Where the registers sit:
Other sequential cells in the stronger gray, the rest of the logic in the fainter gray.
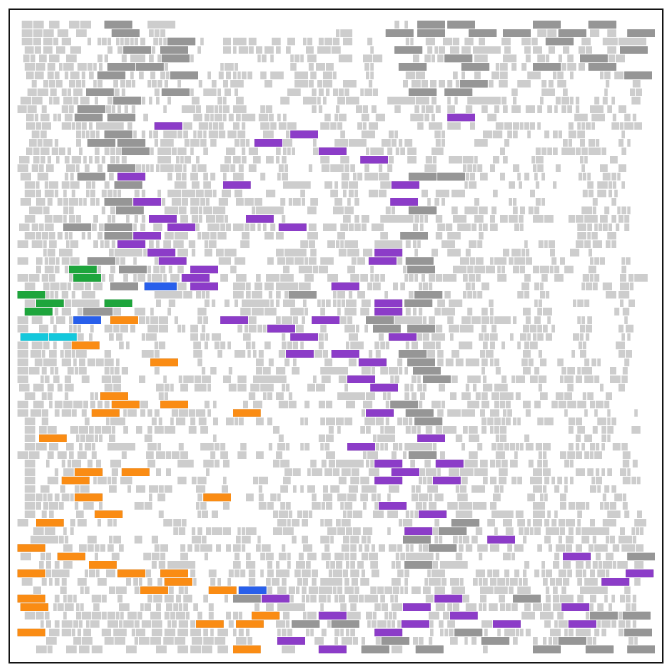
Ports around the boundary:
Pins as bars across the die edge, other pins in gray.
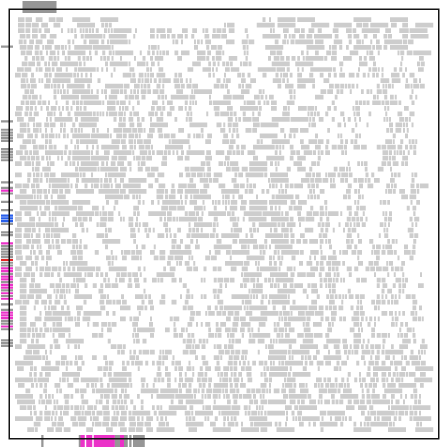
Clock network drawn from the DEF:
The bar under the picture is 50 µm long.
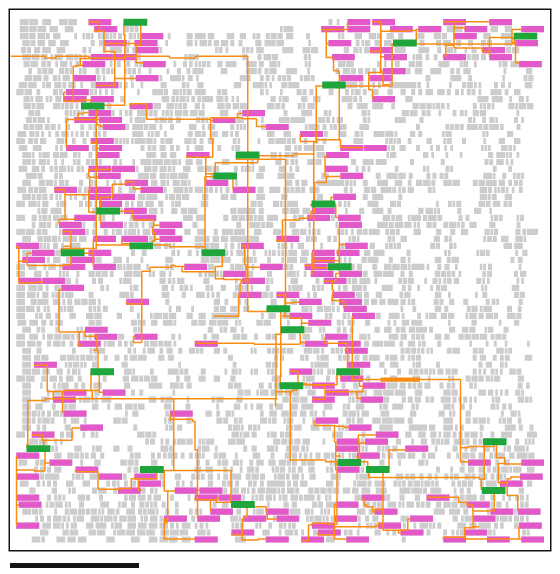
Congestion heat map:
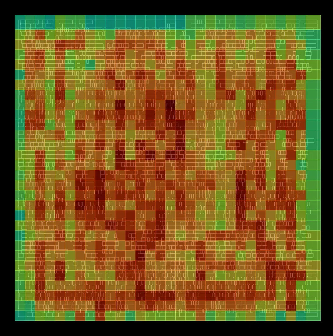
Signal wires on met4:
Cells faint in the background.
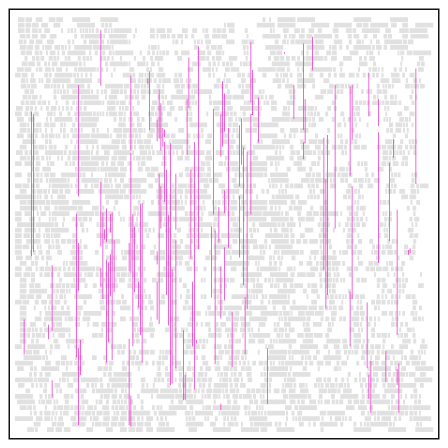
`config.mk`:
```
export PLATFORM = sky130hd
export DESIGN_NAME = urv_muldiv_seq
export DESIGN_NICKNAME = d
export VERILOG_FILES = /design/src/rtl/urv_muldiv_seq.sv
export SDC_FILE = /design/constraint.sdc
export NUM_CORES = 1
export LEC_CHECK = 0
export ABC_CLOCK_PERIOD_IN_PS = 6700
export CAP_MARGIN = 20
export CORE_MARGIN = 2
export CORE_UTILIZATION = 50
export CTS_CLUSTER_DIAMETER = 150
export DETAILED_ROUTE_END_ITERATION = 10
export PLACE_DENSITY = 0.73
export RECOVER_POWER = 100
export SLEW_MARGIN = 40
export SYNTH_ARGS = -nofsm -noshare
export SYNTH_HDL_FRONTEND = slang
export SYNTH_SLANG_ARGS = --single-unit
```
`constraint.sdc`:
```
create_clock -name clk_i -period 6.7 [get_ports clk_i]
set_input_delay 1.005 -clock clk_i [delete_from_list [all_inputs] [get_ports clk_i]]
set_output_delay 1.005 -clock clk_i [all_outputs]
set_load 0.02 [all_outputs]
```
`src/rtl/urv_muldiv_seq.sv`:
```
// Sequential RV32M/RV64M multiply/divide unit: shift-add multiply and restoring
// divide sharing one iterative datapath, BITS_PER_CYCLE bits per clock.
module urv_muldiv_seq #(
    parameter int XLEN           = 32,
    parameter int BITS_PER_CYCLE = 1
) (
    input  logic            clk_i,
    input  logic            rst_i,
    input  logic            x_stall_i,
    input  logic            x_kill_i,
    output logic            x_stall_req_o,
    input  logic            d_valid_i,
    input  logic            d_is_muldiv_i,
    input  logic [2:0]      d_fun_i,
    input  logic [XLEN-1:0] d_rs1_i,
    input  logic [XLEN-1:0] d_rs2_i,
    output logic [XLEN-1:0] x_rd_o,
    output logic            x_done_o
);

    localparam int N     = XLEN / BITS_PER_CYCLE;
    localparam int CNT_W = $clog2(N + 1);
    localparam logic [CNT_W-1:0] CNT_LAST = CNT_W'(N - 1);
    localparam logic [XLEN-1:0]  MIN_INT  = {1'b1, {(XLEN-1){1'b0}}};

    typedef enum logic [1:0] {IDLE, BUSY, DONE} state_t;

    state_t              state, state_nxt;
    logic [2:0]          fun_q;
    logic                neg_q;
    logic [CNT_W-1:0]    cnt_q;
    logic [2*XLEN-1:0]   acc_q;   // product, or {remainder, dividend/quotient}
    logic [2*XLEN-1:0]   opa_q;   // shifted multiplicand
    logic [XLEN-1:0]     opb_q;   // multiplier (shifted) or divisor
    logic [XLEN-1:0]     rd_q;

    logic                start;
    logic                rs1_signed, rs2_signed, sa, sb, neg_in;
    logic signed [XLEN-1:0] rs1_s, rs2_s;
    logic [XLEN-1:0]     a_mag, b_mag;
    logic                div_zero, div_ovf, special;
    logic [XLEN-1:0]     special_res;

    assign start = d_valid_i & d_is_muldiv_i & ~x_kill_i;
    assign rs1_s = d_rs1_i;
    assign rs2_s = d_rs2_i;

    // Operand decode for the start cycle
    always_comb begin
        rs1_signed = (d_fun_i == 3'd1) | (d_fun_i == 3'd2) | (d_fun_i == 3'd4) | (d_fun_i == 3'd6);
        rs2_signed = (d_fun_i == 3'd1) | (d_fun_i == 3'd4) | (d_fun_i == 3'd6);
        sa         = rs1_signed & (rs1_s < 0);
        sb         = rs2_signed & (rs2_s < 0);
        a_mag      = sa ? -d_rs1_i : d_rs1_i;
        b_mag      = sb ? -d_rs2_i : d_rs2_i;
        // Remainder takes the dividend's sign; everything else the xor of both.
        neg_in     = (d_fun_i == 3'd6) ? sa : (sa ^ sb);
        div_zero   = (d_rs2_i == '0);
        div_ovf    = ((d_fun_i == 3'd4) | (d_fun_i == 3'd6)) &
                     (d_rs1_i == MIN_INT) & (d_rs2_i == '1);
        special    = d_fun_i[2] & (div_zero | div_ovf);
        if (d_fun_i[1])
            special_res = div_zero ? d_rs1_i : '0;
        else
            special_res = div_zero ? '1 : MIN_INT;
    end

    logic [2*XLEN-1:0] addend, acc_nxt, opa_nxt, prod_fix;
    logic [XLEN-1:0]   opb_nxt, rrem, dvd_w, q_fix, r_fix, res;
    logic [XLEN:0]     rem_w;

    // One iteration of the shared datapath plus final sign correction
    always_comb begin
        addend = '0;
        for (int i = 0; i < BITS_PER_CYCLE; i++)
            if (opb_q[i])
                addend = addend + (opa_q << i);
        rrem  = acc_q[2*XLEN-1:XLEN];
        dvd_w = acc_q[XLEN-1:0];
        rem_w = '0;
        for (int i = 0; i < BITS_PER_CYCLE; i++) begin
            rem_w = {rrem, dvd_w[XLEN-1]};
            dvd_w = {dvd_w[XLEN-2:0], 1'b0};
            if (rem_w >= {1'b0, opb_q}) begin
                rem_w    = rem_w - {1'b0, opb_q};
                dvd_w[0] = 1'b1;
            end
            rrem = rem_w[XLEN-1:0];
        end
        if (fun_q[2]) begin
            acc_nxt = {rrem, dvd_w};
            opa_nxt = opa_q;
            opb_nxt = opb_q;
        end else begin
            acc_nxt = acc_q + addend;
            opa_nxt = opa_q << BITS_PER_CYCLE;
            opb_nxt = opb_q >> BITS_PER_CYCLE;
        end
        prod_fix = neg_q ? -acc_nxt : acc_nxt;
        q_fix    = neg_q ? -acc_nxt[XLEN-1:0] : acc_nxt[XLEN-1:0];
        r_fix    = neg_q ? -acc_nxt[2*XLEN-1:XLEN] : acc_nxt[2*XLEN-1:XLEN];
        case (fun_q)
            3'd0:          res = prod_fix[XLEN-1:0];
            3'd4, 3'd5:    res = q_fix;
            3'd6, 3'd7:    res = r_fix;
            default:       res = prod_fix[2*XLEN-1:XLEN];
        endcase
    end

    always_comb begin
        state_nxt = state;
        case (state)
            IDLE:    if (start) state_nxt = special ? DONE : BUSY;
            BUSY:    if (cnt_q == CNT_LAST) state_nxt = DONE;
            DONE:    if (!x_stall_i) state_nxt = IDLE;
            default: state_nxt = IDLE;
        endcase
        if (x_kill_i)
            state_nxt = IDLE;
    end

    assign x_stall_req_o = ~x_kill_i & (((state == IDLE) & start) | (state == BUSY));
    assign x_done_o      = ~x_kill_i & (state == DONE);
    assign x_rd_o        = rd_q;

    always_ff @(posedge clk_i or posedge rst_i) begin
        if (rst_i) begin
            state <= IDLE;
            fun_q <= '0;
            neg_q <= 1'b0;
            cnt_q <= '0;
            acc_q <= '0;
            opa_q <= '0;
            opb_q <= '0;
            rd_q  <= '0;
        end else begin
            state <= state_nxt;
            if (x_kill_i) begin
                rd_q <= '0;
            end else if (state == IDLE && start) begin
                fun_q <= d_fun_i;
                neg_q <= neg_in;
                cnt_q <= '0;
                acc_q <= d_fun_i[2] ? {{XLEN{1'b0}}, a_mag} : '0;
                opa_q <= {{XLEN{1'b0}}, a_mag};
                opb_q <= b_mag;
                if (special)
                    rd_q <= special_res;
            end else if (state == BUSY) begin
                acc_q <= acc_nxt;
                opa_q <= opa_nxt;
                opb_q <= opb_nxt;
                cnt_q <= cnt_q + CNT_W'(1);
                if (cnt_q == CNT_LAST)
                    rd_q <= res;
            end
        end
    end

endmodule

```
==> flow_metrics.env <==
# implementation run metrics
export IMPL_maxCapViolations=7
export IMPL_p_int_mw=5.33
export IMPL_common_cells="nand2_1, a21oi_1, o21ai_0, nor2_1, dfrtp_1"
export IMPL_power_density_nw_per_um2=525
export IMPL_num_vias=24200
export IMPL_wl_met3_um=11900
export IMPL_met1_length_um=38600
export IMPL_startpoint_type="flip-flop"
export IMPL_clk_power_mw=1.44
export IMPL_seq_area_frac=0.216
export IMPL_grt_usage=0.409
export IMPL_worst_r2r_setup_slack_ns=0.38
export IMPL_layout_top_cells="nand2_1, o21ai_0, a21oi_1"
export IMPL_yosys_area_um2=21200
export IMPL_top_power_group="combinational cells"
export IMPL_warnings=30
export IMPL_h_tree_depth=1
export IMPL_r2r_start="opb_q[0]"
export IMPL_total_power_mw=12.4
export IMPL_mostFrequentLayoutCell="nand2_1"
export IMPL_critical_path_top_delay_family="AND-OR/OR-AND gates"
export IMPL_top_cells_by_area="dfrtp_1, nand2_1, a21oi_1"
export IMPL_drtIter0Drc=3118
export IMPL_postSynthSeqShare=0.240
export IMPL_min_to="x_rd_o[11]"
export IMPL_hold_path_startpoint="x_rd_o[11]"
export IMPL_synth_main_ff_cell="dfrtp_1"
export IMPL_edf_count=0
export IMPL_yosys_cells=2924
export IMPL_areaGrowthSynthToFinish_pct=11.2
export IMPL_leakagePower_nw=9.63
export IMPL_maxSlewViolCount=483
export IMPL_syn_inst=2924
export IMPL_overflow=0
export IMPL_drc=0
export IMPL_dpl_instance_area_um2=22800
export IMPL_cts_tree="done"
export IMPL_logic_area_um2=15200
export IMPL_ys_warn_count=0
export IMPL_coreArea_um2=41900
export IMPL_die_h_um=210
export IMPL_critPathCapture="x_rd_o[31]"
export IMPL_violations="max-capacitance violations, max-slew violations"
export IMPL_layout_min_cycle_time_ns=6.32
export IMPL_comb_power_share=0.714
export IMPL_nFillCells=4084
export IMPL_crit_path_top_delay_cell="dfrtp_1"
export IMPL_cts_buffer_depth=3
export IMPL_synth_logic_top_family="AND-OR/OR-AND gates"
export IMPL_die_area_um2=44100
export IMPL_antenna_found_initial=5
export IMPL_nClkBuffers=35
export IMPL_pwr_share_clk=0.116
export IMPL_regToRegEndpoint="x_rd_o[31]"
export IMPL_place_ws_ns=0.549
export IMPL_ys_seq_elements=204
export IMPL_top_area_cell_class="logic gates"
export IMPL_top_regs="acc_q: 64 flops, opa_q: 64 flops"
export IMPL_routed_top_layer="met5"
export IMPL_num_nonclk_buffers=168
export IMPL_numCtsBuffers=25
export IMPL_top_area_frac=0.240
export IMPL_hold_violations=0
export IMPL_p_comb_mw=8.84
export IMPL_seq_cells=204
export IMPL_dp_cells=3456
export IMPL_final_net_count=3120
export IMPL_cts_resized_gates=0
export IMPL_fp_nets=3100
export IMPL_top_area_cell="dfrtp_1"
export IMPL_hold_class="flip-flop to flip-flop"
export IMPL_grt_use_met3=0.117
export IMPL_rr_worst_depth=17
export IMPL_status="finished, violations left"
export IMPL_peakVddDrop_v=0.000394
export IMPL_worst_path_most_repeated_cell="o31ai_1"
export IMPL_clockNetworkAreaShare=0.0356
export IMPL_cts_clk_slew_worst_paths_ns=0.07
export IMPL_drtPass1Iterations=6
export IMPL_grt_max_degree=109
export IMPL_cts_setup_buffers=0
export IMPL_clock_sinks=204
export IMPL_place_hpwl_um=72300
export IMPL_ios=107
export IMPL_critPathMaxStageDelay_ns=0.78
About 'where the registers sit':
`x_rd_o`: shown in orange, placed flops 32, where lower left. `fun_q`: shown in blue, placed flops 3. `cnt_q`: shown in green, placed flops 6, where middle left. `acc_q`: shown in purple, placed flops 64. `state`: shown in cyan, placed flops 2.
Another 97 sequential cells are not colored.

About 'ports around the boundary':
`d_is_muldiv_i`: shown in red, pins 1, direction input, edge left. `d_rs1_i`: shown in magenta, pins 32, direction input, edge 18 bottom, 14 left. `d_fun_i`: shown in blue, pins 3, direction input, edge left.
All pins by edge: 57 left, 32 bottom, 18 top.

About 'clock network drawn from the DEF':
clock wires: shown in orange, length 3350 µm. cells driving clock nets: shown in green, count 25. flip-flops: shown in magenta, count 204.
There are 26 routed clock nets. Position of the flops: all over the die.

About 'congestion heat map':
GR Layer Usage met1: 0.576
Layout Utilization: 0.563
layer with the highest usage: met2

About 'signal wires on met4':
The layer carries 3900 µm of wire. 89 nets have wire on it. The wires run mostly vertical. The longest straight run is 121 µm. The layer holds 4.2% of the routed length.

